## config.mk

```make
export PLATFORM = sky130hd
export DESIGN_NAME = uart_rx_8n1
export DESIGN_NICKNAME = d
export VERILOG_FILES = /design/src/rtl/uart_rx_8n1.sv
export SDC_FILE = /design/constraint.sdc
export NUM_CORES = 1
export LEC_CHECK = 0
export ABC_AREA = 1
export CAP_MARGIN = 20
export CORE_AREA = 2 2 82 64
export CTS_BUF_LIST = sky130_fd_sc_hd__clkbuf_8
export CTS_CLUSTER_SIZE = 25
export DETAILED_ROUTE_END_ITERATION = 10
export DIE_AREA = 0 0 84 66
export GPL_ROUTABILITY_DRIVEN = 0
export PLACE_DENSITY = 0.54
export SLEW_MARGIN = 0
export SYNTH_ARGS = -nofsm -noshare
export SYNTH_HDL_FRONTEND = slang
export SYNTH_SLANG_ARGS = --single-unit
```

## constraint.sdc

```tcl
create_clock -name clk -period 2.6 [get_ports clk]
set_input_delay 0.52 -clock clk [delete_from_list [all_inputs] [get_ports clk]]
set_output_delay 0.52 -clock clk [all_outputs]
set_load 0.01 [all_outputs]
```

## src/rtl/uart_rx_8n1.sv

```systemverilog
// 8N1 UART receiver: 2-flop synchroniser, mid-bit sampling, one-cycle valid/frame_err pulses.
// Define UART_RX_MAJORITY_EN for 2-of-3 majority sampling (decisions one cycle later).
module uart_rx_8n1 #(
    parameter int CLK_FREQ = 100_000_000,
    parameter int BAUD     = 115200
) (
    input  logic       clk,
    input  logic       rst,
    input  logic       rx,
    output logic [7:0] data,
    output logic       valid,
    output logic       frame_err,
    output logic       busy
);

    localparam int CLKS_PER_BIT = CLK_FREQ / BAUD;
    localparam int HALF         = CLKS_PER_BIT / 2;
    localparam int CNT_W        = $clog2(CLKS_PER_BIT);
`ifdef UART_RX_MAJORITY_EN
    localparam int START_PT     = HALF;
`else
    localparam int START_PT     = HALF - 1;
`endif
    localparam logic [CNT_W-1:0] CNT_LAST  = CNT_W'(CLKS_PER_BIT - 1);
    localparam logic [CNT_W-1:0] START_CNT = CNT_W'(START_PT);

    typedef enum logic [2:0] {IDLE, START, DATA, STOP, BRK} state_t;

    state_t           state_q, state_d;
    logic [1:0]       sync_q, sync_d;
    logic [CNT_W-1:0] cnt_q, cnt_d;
    logic [2:0]       idx_q, idx_d;
    logic [7:0]       shift_q, shift_d;
    logic [7:0]       data_q, data_d;
    logic             valid_q, valid_d;
    logic             ferr_q, ferr_d;
    logic             busy_q, busy_d;
    logic             rxs;
    logic             sample;

    assign rxs = sync_q[1];

`ifdef UART_RX_MAJORITY_EN
    // hist_q[0] is rxs one cycle back (nominal point), hist_q[1] two cycles back.
    logic [1:0] hist_q, hist_d;

    always_comb begin
        hist_d = {hist_q[0], rxs};
        sample = (rxs & hist_q[0]) | (rxs & hist_q[1]) | (hist_q[0] & hist_q[1]);
    end

    always_ff @(posedge clk) begin
        if (rst) hist_q <= 2'b11;
        else     hist_q <= hist_d;
    end
`else
    always_comb sample = rxs;
`endif

    always_comb begin
        sync_d  = {sync_q[0], rx};
        state_d = state_q;
        cnt_d   = cnt_q + CNT_W'(1);
        idx_d   = idx_q;
        shift_d = shift_q;
        data_d  = data_q;
        valid_d = 1'b0;
        ferr_d  = 1'b0;
        case (state_q)
            IDLE: begin
                cnt_d = '0;
                if (!rxs) state_d = START;
            end
            START: begin
                if (cnt_q == START_CNT) begin
                    cnt_d = '0;
                    idx_d = 3'd0;
                    state_d = sample ? IDLE : DATA;
                end
            end
            DATA: begin
                if (cnt_q == CNT_LAST) begin
                    cnt_d   = '0;
                    shift_d = {sample, shift_q[7:1]};
                    if (idx_q == 3'd7) state_d = STOP;
                    else               idx_d   = idx_q + 3'd1;
                end
            end
            STOP: begin
                // Leaving at mid-stop-bit lets the next start edge follow with no idle gap.
                if (cnt_q == CNT_LAST) begin
                    cnt_d  = '0;
                    data_d = shift_q;
                    if (sample) begin
                        valid_d = 1'b1;
                        state_d = IDLE;
                    end else begin
                        ferr_d  = 1'b1;
                        state_d = BRK;
                    end
                end
            end
            BRK: begin
                cnt_d = '0;
                if (rxs) state_d = IDLE;
            end
            default: begin
                cnt_d   = '0;
                state_d = IDLE;
            end
        endcase
        busy_d = (state_d != IDLE);
    end

    always_ff @(posedge clk) begin
        if (rst) begin
            sync_q  <= 2'b11;
            state_q <= IDLE;
            cnt_q   <= '0;
            idx_q   <= 3'd0;
            data_q  <= 8'h00;
            valid_q <= 1'b0;
            ferr_q  <= 1'b0;
            busy_q  <= 1'b0;
        end else begin
            sync_q  <= sync_d;
            state_q <= state_d;
            cnt_q   <= cnt_d;
            idx_q   <= idx_d;
            data_q  <= data_d;
            valid_q <= valid_d;
            ferr_q  <= ferr_d;
            busy_q  <= busy_d;
        end
        shift_q <= shift_d;
    end

    assign data      = data_q;
    assign valid     = valid_q;
    assign frame_err = ferr_q;
    assign busy      = busy_q;

endmodule

```

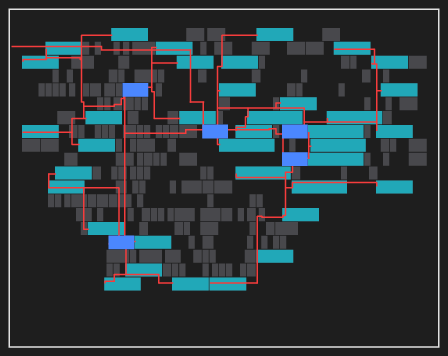
Fig. 1. Routed clock nets over the placement.
[blue] cells driving clock nets | count: 5
[red] clock wires | length: 477 µm
[cyan] flip-flops | count: 37
routed clock nets: 6
relative contribution of the clock network to total power: 0.386
worst-case clock skew: 0.00796 ns
clock-net power: 0.395 mW

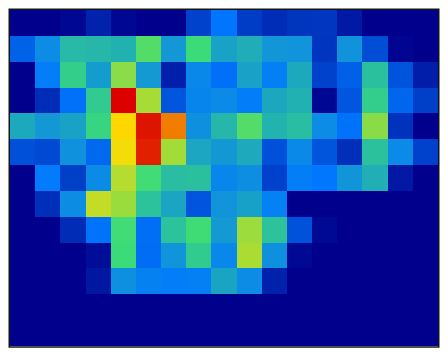
Fig. 2. Signal metal coverage by tile.
The die is cut into 17 by 13 equal tiles; dark blue is low, red is high, scaled to the fullest tile. Values are wire area over tile area, all layers added.
fullest tile: 0.39
densest ninth of the die: center
nearly empty tiles: 38%
tiles over half the peak: 9.0%
emptiest ninth of the die: south-east
mean over tiles: 0.080
wire per inst: 10.5 µm
vias: 1184
total length of routed wires: 2860 µm

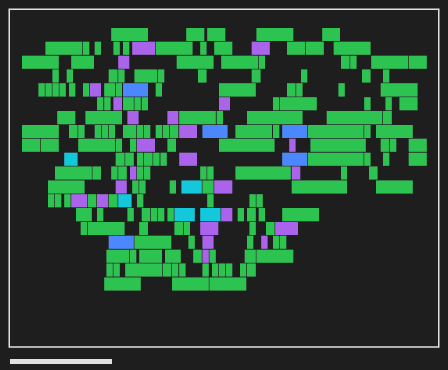
Fig. 3. Cell sizes after repair.
Bar = 20 µm.
| color | size | cells | share |
|---|---|---|---|
| purple | drive 2 | 24 | 11% |
| green | drive 1 or less | 178 | 84% |
| blue | drive 6 and up | 5 | 2.4% |
| cyan | drive 3 to 4 | 5 | 2.4% |
number of signal-net buffers in the layout: 14
worst setup slack after layout: 0.898 ns
Syn-to-layout area delta: 17.7%
cell area after layout: 1890 µm²

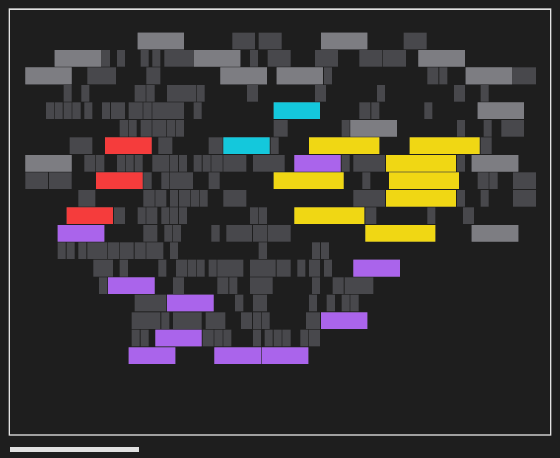
Fig. 4. Sequential cells colored by netlist name.
Bar = 20 µm. Other sequential cells in the stronger gray, the rest of the logic in the fainter gray.
| color | signal | flops |
|---|---|---|
| red | state_q | 3 |
| cyan | sync_q | 2 |
| yellow | shift_q | 8 |
| purple | cnt_q | 10 |
sequential group power: 0.593 mW
flop share of the area: 0.434

==> datasheet_impl.txt <==
Characteristics after synthesis and place and route

Parameter                              Value

Logic synthesis
  Prevailing logic family in the synthesized netlist    simple AND/OR/NAND/NOR gates
  Post-Synthesis Net Count    around 200
  Dominant cells by area after synthesis    sky130_fd_sc_hd__dfxtp_1 36%, sky130_fd_sc_hd__edfxtp_1 15%, sky130_fd_sc_hd__nand2_1 10%, sky130_fd_sc_hd__inv_1 5.6%, sky130_fd_sc_hd__nor2_1 5.4%
  Leading register cell type out of synthesis    sky130_fd_sc_hd__dfxtp_1
  Synthesized instance count    192
  Share of synthesized area spent on multiplexers    0
  Synth warn    0
  Cell Area, Synth    1610 µm²
  Distinct cell type count after synthesis    27
  Most numerous cell in the Yosys netlist    sky130_fd_sc_hd__nand2_1
  Syn_area_per_cell    8.37 µm²
  Top cell type's share of synthesized area    0.361
  Cell type contributing the most total cell area after synthesis    sky130_fd_sc_hd__dfxtp_1
  Post-Synth AOI/OAI Area    0.0467
  YS chip area    ~1600 µm²
  Total of flip-flops plus latches after synthesis    37
  Fraction of registers with async set/reset    0

Global routing
  Pin count of the biggest net entering global routing    15
  Sum of overflow across all layers after global routing    0
  Vias in the first global route    between 1k and 1.5k
  Layer with the highest usage    met2
  Met2 Usage GRT    0.174
  Global Route met3 Usage    0.0375
  Number of antenna violations at the first check in global routing    0
  First-pass GRT wire length    about 5000 µm

Critical path
  Critical Path Sink Type    primary output
  CP Data Arrival Time    around 1.2 ns
  Cell type of the slowest stage on the worst timing path    sky130_fd_sc_hd__clkdlybuf4s50_1
  Req. time, crit path    2.08 ns
  CP Cell Sequence    clkdlybuf4s50_1
  Kind of critical path    reg2out
  CP Launch Type    flip-flop
  Largest delay contributor family on the critical path    buffers and inverters

Placement
  Quantity of I/O buffers inserted on ports    13
  Hpwl dp    2110 µm
  Cells after DPL    between 200 and 300
  Worst Setup Slack post-DPL    slightly above 0.9 ns

Clock tree
  Total of cells resized after clock tree synthesis    0
  Total CTS buffers    5
  Clock tree from TritonCTS    yes
  Maximum level of the CTS H-tree    2
  Number of buffers added for setup after CTS    0
  Buffer depth of the longest clock path    2
  Root Buffer Master    sky130_fd_sc_hd__clkbuf_8
  Number of buffers inserted for hold repair after clock tree synthesis    0

Cells and area
  Fillers    approximately 500
  Number of antenna diodes    0
  Count of nets after finishing    218
  Ratio of cells with drive above 1 in the final layout    0.160

Route
  Vias per std cell    ~4.4
  1st-pass router iterations    4
  Top Metal Used    met4
  First DRT Iteration DRCs    roughly 54
  Detailed route wirelength on metal2    approximately 1100 µm

Pwr
  Overall power    approximately 1.0 mW
  Power density normalized to cell area    between 500 and 600 nW/µm²
  Internal power component    0.789 mW
  Share of total power in combinational logic    0.035
  Reported net switching power    0.235 mW
  Reported leakage power    ~0.74 nW

Floorplan
  I/O pin total    14
  Vertical extent of the die    about 66 µm
  Core Footprint    roughly 4800 µm²
  Std cell rows    22
  DIE AREA    5540 µm²
  Die boundary width    84 µm

STA
  Achievable clock frequency    between 500 and 600 MHz
  Setup repair after global routing missed its margin    false
  Worst slew margin    0.791
  Hold Violations, Final    0
  Worst hold slack after final layout    0.410 ns
  Setup-violating endpoint count in the final report    0
  Slew of the pin with the lowest slew margin    ~0.31 ns
  Period minus WS final    1.70 ns

Outcome
  Run status    finished clean

Min path
  Classification of the worst-slack hold path    reg2reg
[flip-flops by register name (all words and copies together) (netlist names)]
| signal | flops |
|---|---|
| cnt_q | 10 |
| data | 8 |
| shift_q | 8 |
| idx_q | 3 |
| state_q | 3 |
| sync_q | 2 |
| busy | 1 |
| frame_err | 1 |
| valid | 1 |
[final timing paths]
kind	startpoint	to	cells past startpoint
hold reg to reg	sync_q[0]	sync_q[1]	1
setup / recovery	data[5]	data[5]	1
hold / removal	sync_q[0]	sync_q[1]	1
setup reg to reg	cnt_q[0]	data[6]	7
[layout make-up]
type | instances | area (µm²) | share of cell area
clock buffer | 5 | 68.8 | 0.0364
clock inverter | 3 | 17.5 | 0.00926
inverter | 28 | 105 | 0.0556
multi-input combinational | 125 | 667 | 0.353
sequential | 37 | 821 | 0.434
tap | 60 | 75.1 | 0.0397
timing repair buffer | 14 | 138 | 0.0728
[through the flow]
stage               instance area [µm²]   util
floorplan                          1610      -
global placement                   1810  0.379
detailed placement                 1810  0.379
CTS                                1890  0.397
global route                       1890  0.397
finish                             1890  0.397
[power by group through the flow]
stage	registers, mW	logic (mW)	clock network, mW
after floorplan	0.606	0.0239	0
after global placement	0.607	0.0361	0
after detailed placement	0.607	0.0357	0
after CTS	0.593	0.0359	0.407
after global routing	0.594	0.0411	0.433
final	0.593	0.0354	0.395
[cells in the final DEF, fill, tap and decap left out, drive strengths merged]
cell type and count:
ha 4, inv 28, xnor2 1, or2 3
dfxtp 29, a21oi 11, nor3 6, clkinv 2
o21ai 1, nand4 3, a21o 1, clkinvlp 1
a31oi 1, clkbuf 5, nand3b 1, clkdlybuf4s50 13
nor3b 2, edfxtp 8, nor2 27, xor2 1
buf 1, nand2 48, nand3 15
Power and IR drop assume default switching activity.
